### src/rtl/game_pkg.sv
// Shared game constants and the cannon fire-state encoding.
// The sprite renderer and the bullet unit use the same screen geometry.
package game_pkg;

    localparam int SCREEN_W       = 640;
    localparam int CANNON_W       = 32;
    localparam int X_W            = 10;
    localparam int PLAYER_X_MIN   = 0;
    localparam int PLAYER_X_MAX   = SCREEN_W - CANNON_W;
    localparam int PLAYER_X_START = (PLAYER_X_MIN + PLAYER_X_MAX) / 2;

    typedef enum logic [1:0] {
        IDLE = 2'd0,
        REQ  = 2'd1,
        COOL = 2'd2
    } fire_state_t;

endpackage

### src/rtl/player_ctrl_if.sv
// Bullet spawn handshake between the player controller and the bullet unit.
interface player_ctrl_if;
    import game_pkg::*;

    logic           fire_req;
    logic [X_W-1:0] fire_x;
    logic           fire_ack;
    logic           bullet_active;

    modport master (output fire_req, output fire_x, input fire_ack, input bullet_active);
    modport slave  (input fire_req, input fire_x, output fire_ack, output bullet_active);
endinterface

### src/rtl/tick_counter.sv
// Loadable down-counter that steps on a tick enable and flags zero.
// Load wins over a same-cycle tick; the count holds at zero.
module tick_counter #(
    parameter int W = 8
) (
    input  logic         clk,
    input  logic         rst,
    input  logic         load,
    input  logic [W-1:0] load_val,
    input  logic         en,
    output logic         zero
);

    logic [W-1:0] count;

    // Down-count on enable, reload on request
    always_ff @(posedge clk or negedge rst) begin
        if (!rst) begin
            count <= '0;
        end else if (load) begin
            count <= load_val;
        end else if (en && (count != '0)) begin
            count <= count - 1'b1;
        end
    end

    assign zero = (count == '0);

endmodule

### src/rtl/player_ctrl.sv
// Player cannon controller: per-frame movement with edge saturation and a
// req/ack fire sequencer with one pending shot and a frame-tick cooldown.
module player_ctrl
    import game_pkg::*;
#(
    parameter int X_MIN    = PLAYER_X_MIN,
    parameter int X_MAX    = PLAYER_X_MAX,
    parameter int X_START  = PLAYER_X_START,
    parameter int STEP     = 2,
    parameter int GUN_OFS  = 15,
    parameter int COOLDOWN = 8
) (
    input  logic             clk,
    input  logic             rst,
    input  logic             tick,
    input  logic             game_en,
    input  logic             left,
    input  logic             right,
    input  logic             shoot,
    player_ctrl_if.master    fire_bus,
    output logic [X_W-1:0]   player_x,
    output logic             busy
);

    localparam int CNT_W = (COOLDOWN < 1) ? 1 : $clog2(COOLDOWN + 1);

    // Compare thresholds are formed before the step so the 10-bit
    // add/subtract can never wrap past either screen edge.
    localparam logic [X_W-1:0] LO_LIM  = X_W'(X_MIN + STEP);
    localparam logic [X_W-1:0] HI_LIM  = X_W'(X_MAX - STEP);
    localparam logic [X_W-1:0] X_LO    = X_W'(X_MIN);
    localparam logic [X_W-1:0] X_HI    = X_W'(X_MAX);
    localparam logic [X_W-1:0] X_RST   = X_W'(X_START);
    localparam logic [X_W-1:0] STEP_V  = X_W'(STEP);
    localparam logic [X_W-1:0] OFS_V   = X_W'(GUN_OFS);

    fire_state_t state;
    logic        pending;
    logic        cool_load;
    logic        cool_zero;

    // Cooldown is loaded as the ack is accepted; a tick in that same cycle is lost
    assign cool_load = (state == REQ) && fire_bus.fire_ack;

    tick_counter #(
        .W (CNT_W)
    ) u_cool (
        .clk      (clk),
        .rst      (rst),
        .load     (cool_load),
        .load_val (CNT_W'(COOLDOWN)),
        .en       (tick),
        .zero     (cool_zero)
    );

    // Cannon movement, one step per running frame tick
    always_ff @(posedge clk or negedge rst) begin
        if (!rst) begin
            player_x <= X_RST;
        end else if (tick && game_en) begin
            if (left && !right) begin
                player_x <= (player_x < LO_LIM) ? X_LO : player_x - STEP_V;
            end else if (right && !left) begin
                player_x <= (player_x > HI_LIM) ? X_HI : player_x + STEP_V;
            end
        end
    end

    // Fire sequencer with registered req/x/busy and a single pending shot
    always_ff @(posedge clk or negedge rst) begin
        if (!rst) begin
            state             <= IDLE;
            pending           <= 1'b0;
            busy              <= 1'b0;
            fire_bus.fire_req <= 1'b0;
            fire_bus.fire_x   <= '0;
        end else begin
            case (state)
                IDLE: begin
                    if ((shoot || pending) && game_en && !fire_bus.bullet_active) begin
                        state             <= REQ;
                        busy              <= 1'b1;
                        fire_bus.fire_req <= 1'b1;
                        fire_bus.fire_x   <= player_x + OFS_V;
                        pending           <= 1'b0;
                    end else if (shoot) begin
                        pending <= 1'b1;
                    end
                end
                REQ: begin
                    if (shoot) begin
                        pending <= 1'b1;
                    end
                    if (fire_bus.fire_ack) begin
                        state             <= COOL;
                        fire_bus.fire_req <= 1'b0;
                    end
                end
                COOL: begin
                    if (shoot) begin
                        pending <= 1'b1;
                    end
                    if (cool_zero) begin
                        state <= IDLE;
                        busy  <= 1'b0;
                    end
                end
                default: begin
                    state             <= IDLE;
                    busy              <= 1'b0;
                    fire_bus.fire_req <= 1'b0;
                end
            endcase
            // A stopped game discards any queued shot
            if (!game_en) begin
                pending <= 1'b0;
            end
        end
    end

endmodule

### src/flat_wrapper.sv
// flat-port wrapper written by rule: the top's interface ports become plain ports
module player_ctrl_flat import game_pkg::*;
#(
    parameter int X_MIN    = PLAYER_X_MIN,
    parameter int X_MAX    = PLAYER_X_MAX,
    parameter int X_START  = PLAYER_X_START,
    parameter int STEP     = 2,
    parameter int GUN_OFS  = 15,
    parameter int COOLDOWN = 8
)
  (clk, rst, tick, game_en, left, right, shoot, player_x, busy, fire_bus_fire_req, fire_bus_fire_x, fire_bus_fire_ack, fire_bus_bullet_active);
  player_ctrl_if fire_bus_i ();
  input  logic clk;
  input  logic rst;
  input  logic tick;
  input  logic game_en;
  input  logic left;
  input  logic right;
  input  logic shoot;
  output logic [X_W-1:0] player_x;
  output logic busy;
  output wire logic [$bits(fire_bus_i.fire_req)-1:0] fire_bus_fire_req;
  output wire logic [$bits(fire_bus_i.fire_x)-1:0] fire_bus_fire_x;
  input wire logic [$bits(fire_bus_i.fire_ack)-1:0] fire_bus_fire_ack;
  input wire logic [$bits(fire_bus_i.bullet_active)-1:0] fire_bus_bullet_active;
  assign fire_bus_fire_req = fire_bus_i.fire_req;
  assign fire_bus_fire_x = fire_bus_i.fire_x;
  assign fire_bus_i.fire_ack = fire_bus_fire_ack;
  assign fire_bus_i.bullet_active = fire_bus_bullet_active;
  player_ctrl #(.X_MIN(X_MIN), .X_MAX(X_MAX), .X_START(X_START), .STEP(STEP), .GUN_OFS(GUN_OFS), .COOLDOWN(COOLDOWN)) u_core (.clk(clk), .rst(rst), .tick(tick), .game_en(game_en), .left(left), .right(right), .shoot(shoot), .fire_bus(fire_bus_i), .player_x(player_x), .busy(busy));
endmodule
### config.mk
export PLATFORM = sky130hd
export DESIGN_NAME = player_ctrl_flat
export DESIGN_NICKNAME = d
export VERILOG_FILES = /design/src/rtl/game_pkg.sv /design/src/rtl/player_ctrl_if.sv /design/src/rtl/tick_counter.sv /design/src/rtl/player_ctrl.sv /design/src/flat_wrapper.sv
export SDC_FILE = /design/constraint.sdc
export NUM_CORES = 1
export LEC_CHECK = 0
export CORE_MARGIN = 1.5
export CORE_UTILIZATION = 47
export DETAILED_ROUTE_END_ITERATION = 10
export PLACE_DENSITY_LB_ADDON = 0.2
export SLEW_MARGIN = 15
export SYNTH_ARGS = -nofsm -noshare
export SYNTH_HDL_FRONTEND = slang
export SYNTH_SLANG_ARGS = --single-unit
### constraint.sdc
create_clock -name clk -period 1.8 [get_ports clk]
set_input_delay 0.36 -clock clk [delete_from_list [all_inputs] [get_ports clk]]
set_output_delay 0.36 -clock clk [all_outputs]
set_load 0.005 [all_outputs]
Pin map:
Scale bar: 20 um. Pins as bars across the die edge, other pins in gray.
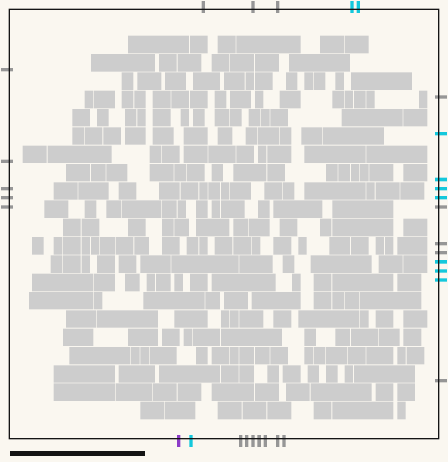
Key: fire_bus_fire_x = cyan [pins 10, direction output, edge 7 right, 2 top, 1 bottom]; busy = purple [pins 1, direction output, edge bottom]
All pins by edge: 12 right, 9 bottom, 5 left, 5 top.
x dimension of the die: 63.61 um
die height: 63.61 um

==> run summary <==
run status: complete, but fails checks
violations in the final reports: negative setup slack
number of enable-type register cells in the synthesized netlist: 0
area of the placeable core: 3442 um2
pin count of the biggest net entering global routing: 29
global-route wire length before repair: 7548 um
cell-internal power: 2468 uW
multiplexer fraction of the synthesized cell area: 1.884%
global-route usage over all layers: 23.08%
Die Outline Area: 4046 um2
Period Utilization, post-route: 100.2%
detailed-route vias per instance: 5.585
synthesized cell area: 1727 um2
number of H-tree levels: 1
number of placement rows: 21
layout cell share with drive strength beyond 1: 29.41%
worst min path class: in -> async
Total Routed Length: 4533 um
number of iterations in the first detailed-routing pass: 4
Filler Cell Count: 261
clock edge transition at the registers on the reported setup and hold paths: 90 ps
setup repair after global routing missed its margin: true
TritonCTS clock tree: built
number of distinct library cells after synthesis: 55
number of DRC markers after the initial detailed-route iteration: 75
reported max-cap violation count: 0
antenna viol nets, final: 0
power attributed to sequential cells: 1130 uW
slowest stage cell, crit path: dfrtp_1
critical path type: reg -> reg
Top Ports: 31
Top Consumer: combinational logic
number of global-route vias before repair: 1,634
setup-violating endpoint count in the final report: 1
final setup slack of the worst path: -4.362 ps
Fin Clk Skew: 2.541 ps
power spent charging and discharging nets: 1571 uW
crit path max fanout: 3
Max Clock Freq: 0.5542 GHz
endpoint arrival time on the critical path: 1970 ps
Sizing map:
Scale bar: 20 um.
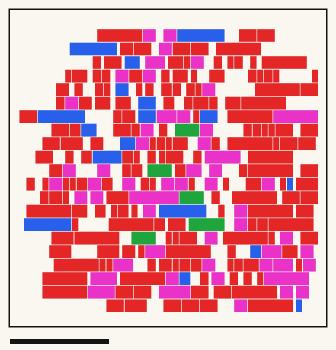
Key: _6 and larger = green [cells 5]; _2 cells = blue [cells 17]; _3 and _4 cells = magenta [cells 53]; _0 and _1 cells = red [cells 180]
Non-clock buffers: 69
growth of design area from synthesis to finish: 44.42%
final setup slack of the worst path: -4.362 ps

==> flip-flops by register name, indices dropped and copies added, names as in the netlist <==
signal	count
u_core.u_cool.count	4
u_core.fire_bus.fire_x	10
u_core.fire_bus.fire_req	1
u_core.state	2
u_core.pending	1
u_core.player_x	9
u_core.busy	1
==> metrics by stage <==
| stage | total power [uW] | setup TNS (ps) | std cells | setup WS, ps | utilization [%] |
|---|---|---|---|---|---|
| after detailed placement | 3283 | -2232 | 289 | -433.3 | 66.16 |
| after CTS | 3825 | -15.31 | 297 | -15.31 | 69.72 |
| after floorplan | 2310 | 0 | 192 | 25.04 | - |
| after global placement | 3189 | -1855 | 289 | -379.3 | 66.16 |
| after global routing | 4326 | -104.4 | 301 | -49.18 | 72.45 |
| final | 4038 | -4.362 | 301 | -4.362 | 72.45 |
==> final timing paths <==
kind / from / slack (ps) / depth (start not counted) / endpoint
worst min register to register: u_core.fire_bus.fire_x[0]$_DFFE_PN0P_ / 480 / 1 / u_core.fire_bus.fire_x[0]$_DFFE_PN0P_
worst max register to register: u_core.u_cool.count[0]$_DFFE_PN0P_ / -4 / 6 / u_core.busy$_DFFE_PN0P_
min in group clk: u_core.fire_bus.fire_x[0]$_DFFE_PN0P_ / 480 / 1 / u_core.fire_bus.fire_x[0]$_DFFE_PN0P_
worst max-delay path: u_core.u_cool.count[0]$_DFFE_PN0P_ / -4 / 6 / u_core.busy$_DFFE_PN0P_
worst min-delay path: rst / 480 / 2 / u_core.u_cool.count[0]$_DFFE_PN0P_
max in group asynchronous: rst / 1020 / 2 / u_core.player_x[8]$_DFFE_PN1P_
==> repair_timing <==
item,4_1_cts,5_1_grt
hold buffers,0,0
gates resized,11,14
setup buffers,4,4
pin swaps,5,7
endpoints found under the setup margin,5,8
==> layout make-up <==
class / instances / share of cell area (%)
clock buffers: 4 / 2.208
inverters: 9 / 1.355
multi-input cells: 145 / 41.50
flip-flops and latches: 28 / 28.35
well taps: 46 / 2.308
repair buffers: 69 / 24.29
==> synthesized netlist by cell type, types with 2 or more instances <==
cell type  number  area [um2]
a21oi_1         8       40.04
o31ai_1         3       22.52
o21ai_0        17       85.08
inv_1           9       33.78
nand3_1         6       30.03
nand2b_1        3       18.77
nor2_1         12       45.04
ha_1            8       100.1
buf_6           2       22.52
clkbuf_1        2       7.510
nor2b_1         3       18.77
xnor2_1         4       35.03
and2_1          2       12.51
xor2_1          7       61.31
nor3_1          8       40.04
a31oi_1         3       18.77
o221ai_1        2       17.52
dfstp_2         3       78.83
nand2_1        24       90.09
dfrtp_1        25       625.6
a31o_2          2       17.52
a211oi_1        3       22.52
buf_2           3       15.01
mux2_2          2       22.52
==> cells in the final DEF (no fill, tap or decap), types with 4 or more instances in the layout <==
cell / n
nor2_1: 10
xor2_1: 7
xnor2_1: 4
dfrtp_1: 23
clkbuf_8: 4
ha_1: 6
o21ai_0: 15
clkdlybuf4s50_1: 28
nand2_1: 23
inv_1: 7
buf_4: 39
nand3_1: 6
a21oi_1: 8
nor3_1: 7
==> layer usage <==
layer  track usage (%)  share of wire [%]
met5                 0                  0
met4             5.435                1.1
met3             4.107                6.1
met2             37.63                 48
met1             31.85                 45
Power figures rest on the tool's default switching activity, not on a simulated workload.
